==> config.mk <==
export PLATFORM = sky130hd
export DESIGN_NAME = zrb_uart_rx_writer_flat
export DESIGN_NICKNAME = d
export VERILOG_FILES = /design/src/rtl/zrb_uart_pkg.sv /design/src/rtl/zrb_uart_rx_writer_if.sv /design/src/rtl/zrb_bit_sync.sv /design/src/rtl/zrb_uart_rx_writer.sv /design/src/flat_wrapper.sv
export SDC_FILE = /design/constraint.sdc
export NUM_CORES = 1
export LEC_CHECK = 0
export CAP_MARGIN = 0
export CORE_ASPECT_RATIO = 0.8
export CORE_MARGIN = 4
export CORE_UTILIZATION = 54
export CTS_CLUSTER_DIAMETER = 200
export DETAILED_ROUTE_END_ITERATION = 10
export GPL_ROUTABILITY_DRIVEN = 0
export GPL_TIMING_DRIVEN = 0
export PLACE_DENSITY_LB_ADDON = 0.05
export SYNTH_ARGS = -nofsm -noshare
export SYNTH_HDL_FRONTEND = slang
export SYNTH_SLANG_ARGS = --single-unit
==> constraint.sdc <==
create_clock -name wr_clk -period 1.83 [get_ports wr_clk]
set_clock_uncertainty 0.05 [all_clocks]
set_input_delay 0.366 -clock wr_clk [delete_from_list [all_inputs] [get_ports wr_clk]]
set_output_delay 0.366 -clock wr_clk [all_outputs]
set_load 0.01 [all_outputs]
==> src/rtl/zrb_uart_pkg.sv <==
// zrb_uart_pkg: shared types and helpers for the zrb UART receive path.
package zrb_uart_pkg;

    typedef enum logic [2:0] {IDLE, START, DATA, STOP, BREAK} state_e;

    // Sample points as offsets from mid-bit tick M = OVERSAMPLE/2.
    localparam int SAMP_EARLY = -1;
    localparam int SAMP_MID   = 0;
    localparam int SAMP_LATE  = 1;

    function automatic logic maj3(input logic a, input logic b, input logic c);
        return (a & b) | (a & c) | (b & c);
    endfunction

endpackage

==> src/rtl/zrb_uart_rx_writer_if.sv <==
// zrb_uart_rx_writer_if: FIFO write port between the UART receiver and zrb_fifo.
interface zrb_uart_rx_writer_if #(
    parameter int DATA_WIDTH = 8
);
    logic                  wr_en;
    logic [DATA_WIDTH-1:0] data;
    logic                  full;

    modport master (output wr_en, output data, input full);
    modport slave  (input wr_en, input data, output full);
endinterface

==> src/rtl/zrb_bit_sync.sv <==
// zrb_bit_sync: single-bit multi-flop synchronizer with asynchronous reset.
module zrb_bit_sync #(
    parameter int   STAGES    = 2,
    parameter logic RESET_VAL = 1'b1
) (
    input  logic clk,
    input  logic rst,
    input  logic d_i,
    output logic q_o
);
    logic [STAGES-1:0] sync_q;

    always_ff @(posedge clk or posedge rst) begin
        if (rst) sync_q <= {STAGES{RESET_VAL}};
        else     sync_q <= {sync_q[STAGES-2:0], d_i};
    end

    assign q_o = sync_q[STAGES-1];
endmodule

==> src/rtl/zrb_uart_rx_writer.sv <==
// zrb_uart_rx_writer: oversampling 8N1 UART receiver writing frames into zrb_fifo.
module zrb_uart_rx_writer
    import zrb_uart_pkg::*;
#(
    parameter int DATA_WIDTH  = 8,
    parameter int OVERSAMPLE  = 8,
    parameter int SYNC_STAGES = 2
) (
    input  logic                 wr_clk,
    input  logic                 reset,
    input  logic                 baud_tick_i,
    input  logic                 rx_i,
    output logic                 frame_err_o,
    output logic                 overrun_o,
    zrb_uart_rx_writer_if.master fifo
);
    localparam int TW = $clog2(OVERSAMPLE);
    localparam int BW = DATA_WIDTH > 1 ? $clog2(DATA_WIDTH) : 1;
    localparam int M  = OVERSAMPLE / 2;
    localparam logic [TW-1:0] T_EARLY = TW'(M + SAMP_EARLY);
    localparam logic [TW-1:0] T_MID   = TW'(M + SAMP_MID);
    localparam logic [TW-1:0] T_LATE  = TW'(M + SAMP_LATE);
    localparam logic [TW-1:0] T_LAST  = TW'(OVERSAMPLE - 1);
    localparam logic [BW-1:0] B_LAST  = BW'(DATA_WIDTH - 1);

    logic                  rx_s;
    state_e                state_q, state_d;
    logic [TW-1:0]         tcnt_q, tcnt_d;
    logic [BW-1:0]         bcnt_q, bcnt_d;
    logic                  s_early_q, s_early_d, s_mid_q, s_mid_d;
    logic [DATA_WIDTH-1:0] shreg_q, shreg_d, data_q, data_d;
    logic                  wr_en_q, wr_en_d, ferr_q, ferr_d, ovr_q, ovr_d;
    logic                  dec, wrap, bit_v;

    zrb_bit_sync #(.STAGES(SYNC_STAGES), .RESET_VAL(1'b1)) u_rx_sync (
        .clk (wr_clk),
        .rst (reset),
        .d_i (rx_i),
        .q_o (rx_s)
    );

    assign dec   = tcnt_q == T_LATE;
    assign wrap  = tcnt_q == T_LAST;
    assign bit_v = maj3(s_early_q, s_mid_q, rx_s);

    always_comb begin
        state_d   = state_q;
        tcnt_d    = tcnt_q;
        bcnt_d    = bcnt_q;
        s_early_d = s_early_q;
        s_mid_d   = s_mid_q;
        shreg_d   = shreg_q;
        data_d    = data_q;
        wr_en_d   = 1'b0;
        ferr_d    = 1'b0;
        ovr_d     = 1'b0;
        if (baud_tick_i) begin
            tcnt_d    = wrap ? '0 : tcnt_q + 1'b1;
            s_early_d = (tcnt_q == T_EARLY) ? rx_s : s_early_q;
            s_mid_d   = (tcnt_q == T_MID) ? rx_s : s_mid_q;
            case (state_q)
                IDLE: begin
                    tcnt_d  = rx_s ? '0 : TW'(1);
                    state_d = rx_s ? IDLE : START;
                end
                START: begin
                    if (dec && bit_v) begin
                        state_d = IDLE;
                        tcnt_d  = '0;
                    end else if (wrap) begin
                        state_d = DATA;
                        bcnt_d  = '0;
                    end
                end
                DATA: begin
                    if (dec) shreg_d = {bit_v, shreg_q[DATA_WIDTH-1:1]};
                    if (wrap) begin
                        bcnt_d  = (bcnt_q == B_LAST) ? '0 : bcnt_q + 1'b1;
                        state_d = (bcnt_q == B_LAST) ? STOP : DATA;
                    end
                end
                STOP: begin
                    if (dec) begin
                        tcnt_d  = '0;
                        state_d = bit_v ? IDLE : BREAK;
                        wr_en_d = bit_v & ~fifo.full;
                        ovr_d   = bit_v & fifo.full;
                        ferr_d  = ~bit_v;
                        data_d  = (bit_v & ~fifo.full) ? shreg_q : data_q;
                    end
                end
                BREAK: begin
                    // Hold off until the line returns high so a stuck-low line cannot relock.
                    tcnt_d  = '0;
                    state_d = rx_s ? IDLE : BREAK;
                end
                default: begin
                    state_d = IDLE;
                    tcnt_d  = '0;
                end
            endcase
        end
    end

    always_ff @(posedge wr_clk or posedge reset) begin
        if (reset) begin
            state_q   <= IDLE;
            tcnt_q    <= '0;
            bcnt_q    <= '0;
            s_early_q <= 1'b1;
            s_mid_q   <= 1'b1;
            shreg_q   <= '0;
            data_q    <= '0;
            wr_en_q   <= 1'b0;
            ferr_q    <= 1'b0;
            ovr_q     <= 1'b0;
        end else begin
            state_q   <= state_d;
            tcnt_q    <= tcnt_d;
            bcnt_q    <= bcnt_d;
            s_early_q <= s_early_d;
            s_mid_q   <= s_mid_d;
            shreg_q   <= shreg_d;
            data_q    <= data_d;
            wr_en_q   <= wr_en_d;
            ferr_q    <= ferr_d;
            ovr_q     <= ovr_d;
        end
    end

    assign fifo.wr_en  = wr_en_q;
    assign fifo.data   = data_q;
    assign frame_err_o = ferr_q;
    assign overrun_o   = ovr_q;
endmodule
==> src/flat_wrapper.sv <==
// flat-port wrapper written by rule: the top's interface ports become plain ports
module zrb_uart_rx_writer_flat import zrb_uart_pkg::*;
#(
    parameter int DATA_WIDTH  = 8,
    parameter int OVERSAMPLE  = 8,
    parameter int SYNC_STAGES = 2
)
  (wr_clk, reset, baud_tick_i, rx_i, frame_err_o, overrun_o, fifo_wr_en, fifo_data, fifo_full);
  zrb_uart_rx_writer_if #(.DATA_WIDTH(DATA_WIDTH)) fifo_i ();
  input  logic wr_clk;
  input  logic reset;
  input  logic baud_tick_i;
  input  logic rx_i;
  output logic frame_err_o;
  output logic overrun_o;
  output wire logic [$bits(fifo_i.wr_en)-1:0] fifo_wr_en;
  output wire logic [$bits(fifo_i.data)-1:0] fifo_data;
  input wire logic [$bits(fifo_i.full)-1:0] fifo_full;
  assign fifo_wr_en = fifo_i.wr_en;
  assign fifo_data = fifo_i.data;
  assign fifo_i.full = fifo_full;
  zrb_uart_rx_writer #(.DATA_WIDTH(DATA_WIDTH), .OVERSAMPLE(OVERSAMPLE), .SYNC_STAGES(SYNC_STAGES)) u_core (.wr_clk(wr_clk), .reset(reset), .baud_tick_i(baud_tick_i), .rx_i(rx_i), .frame_err_o(frame_err_o), .overrun_o(overrun_o), .fifo(fifo_i));
endmodule
Placement by cell class:
Fill, decap, tap and diode cells in grey.
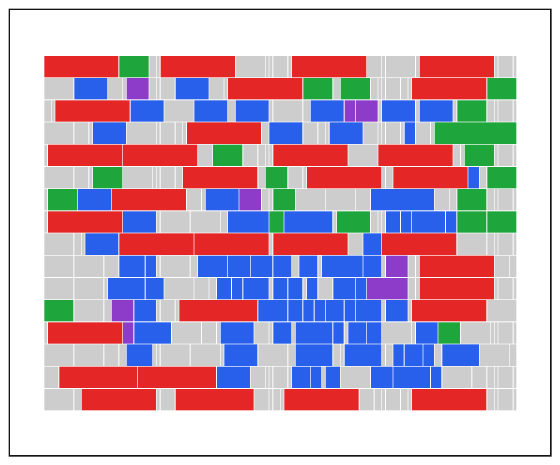
colour	class	cells	share of their area
purple	clock drivers and dummy loads	8	3.5%
green	remaining buffers and delay cells	20	12%
red	registers	32	47%
blue	remaining logic cells	76	37%
row count: 16
fin area: 0.00175 mm2
Seq/total area: 46.1%

Wire density map:
The die is cut into 13 by 11 equal tiles; dark blue is low, red is high, scaled to the fullest tile. Values are wire area over tile area, all layers added.
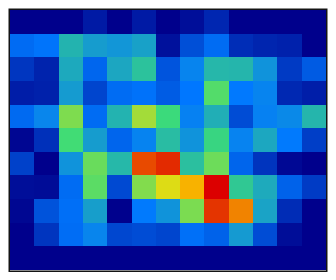
mean over tiles	0.11
densest ninth of the die	middle
fullest tile	0.47
tiles over half the peak	11%
nearly empty tiles	22%
GRT Util Overall: 15.8%
Vias: 945
WL/cell: 13.9 um

==> GITHUB_STEP_SUMMARY <==
## PnR job results

| Metric | Value |
|---|---|
| Clock tree buffer depth | `2` |
| # nets final | `147` |
| CP peak stage delay | `0.39 ns` |
| Area post-placement | `0.00165 mm2` |
| Leak | `0.872 nW` |
| CTS Sinks | `32` |
| Worst rel slew slack | `73.4%` |
| Initial drt markers | `46` |
| Critical Path Source Type | `register` |
| Chip area | `0.00361 mm2` |
| P&R area growth vs syn | `19.6%` |
| Hold_ws | `0.252 ns` |
| Fraction of layout cells with a size suffix above 1 | `30.9%` |
| OpenROAD warning count | `29` |
| Clock transition at path regs | `0.09 ns` |
| Post-route core utilization | `69.3%` |
| IO Count | `16` |
| Cell count after synthesis | `111` |
| Final ANT Viol Nets | `0` |
| Vias in the first global route | `886` |
| Core area | `0.00252 mm2` |
| Sequential area share after synthesis | `55.1%` |
| WP buf/inv | `1` |
| Largest net degree at the start of global routing | `33` |
| CTS tree | `done` |
| Status | `finished clean` |
| H-tree levels | `2` |
| Worst setup EP type | `register` |
Port wiring:
Scale bar: 20 um.
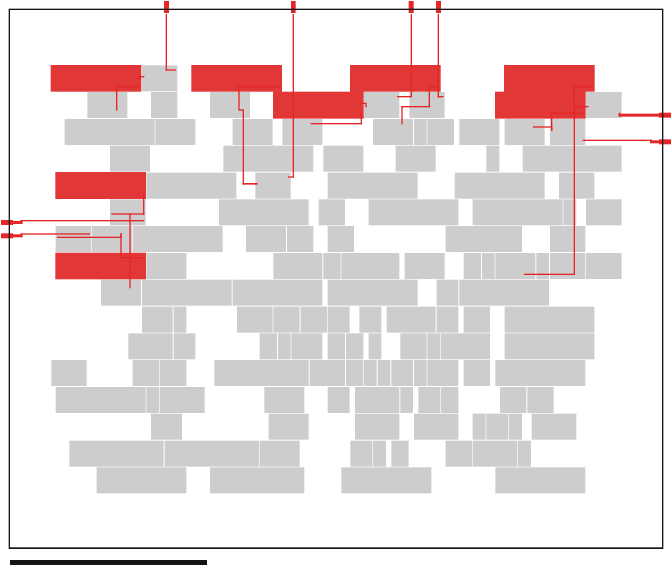
colour	port	direction	end cells	buffers	wire
red	fifo_data	output	8	8	169 um

[power by group]
| part | switching (mW) | internal, mW |
|---|---|---|
| clock network | 0.223 | 0.189 |
| registers | 0.0538 | 0.798 |
| logic | 0.248 | 0.191 |
[layer usage]
| layer | global-route usage [%] | wire, um | up-vias | share of wire [%] |
|---|---|---|---|---|
| met2 | 21.9 | 989 | 30 | 41 |
| met5 | 0 | 0 | - | 0 |
| met4 | 9.46 | 56 | 0 | 2.3 |
| met1 | 21.1 | 1170 | 459 | 49 |
| met3 | 5.95 | 178 | 8 | 7.5 |
| li1 | - | - | 448 | - |
[logic make-up after synthesis]
group,share of synthesized area (%)
simple gates,10.6
mux,13.9
flops,55.1
compound gates,9.93
fa+ha+maj,6.76
buf+inv,3.68
[registers in the layout (all words and copies together) (netlist names)]
register / flops
u_core.fifo.data: 8
u_core.frame_err_o: 1
u_core.state_q: 3
u_core.overrun_o: 1
u_core.shreg_q: 8
u_core.s_early_q: 1
u_core.u_rx_sync.sync_q: 2
u_core.bcnt_q: 3
u_core.s_mid_q: 1
u_core.tcnt_q: 3
u_core.fifo.wr_en: 1
[synthesized netlist by cell type]
master and n:
dfrtp_1 28, mux2_2 18, inv_1 8, ha_1 7
dfstp_2 4, nand2_1 4, nor2_1 4, a21o_1 3
o31ai_1 3, a22o_1 2, and2_1 2, nand2b_4 2
nand3_1 2, nor2_2 2, nor4_1 2, o21ai_0 2
o21ai_1 2, o22ai_1 2, a2111oi_0 1, a21bo_2 1
a21oi_1 1, a221o_1 1, buf_2 1, buf_4 1
buf_6 1, maj3_2 1, nand2b_1 1, nand4_4 1
nor2b_1 1, nor3_4 1, o21bai_1 1, o41ai_1 1
[through the flow]
step           setup TNS (ns)  power, mW
2_1_floorplan               0       1.20
3_3_place_gp                0       1.27
3_5_place_dp            -1.01       1.29
4_1_cts                     0       1.71
5_1_grt                     0       1.82
6_report                    0       1.70
[what timing repair did]
action                                  in CTS  in global routing
setup buffers                                0                  2
gates resized                                0                  0
endpoints found under the setup margin       0                  6
[worst paths after layout]
kind,from,to,slack [ns],cells after the start
max,u_core.tcnt_q[1],u_core.fifo.data[0],0.14,6
min,baud_tick_i,u_core.tcnt_q[2],0.25,2
max reg2reg,u_core.tcnt_q[1],u_core.fifo.data[0],0.14,6
min reg2reg,u_core.u_rx_sync.sync_q[0],u_core.u_rx_sync.sync_q[1],0.31,0
max in group asynchronous,reset,u_core.u_rx_sync.sync_q[1],0.94,3
min in group asynchronous,reset,u_core.tcnt_q[0],0.27,2
[final cells by class]
class                           count  area, um2
Buffer                              3       23.8
Clock buffer                        8       58.8
Fill cell                         185        774
Inverter                            8       30.0
Multi-Input combinational cell     68        602
Sequential cell                    32        806
Tap cell                           36       45.0
Timing Repair Buffer               17        183
No activity file was given, so power comes from the tool's default toggle rates.
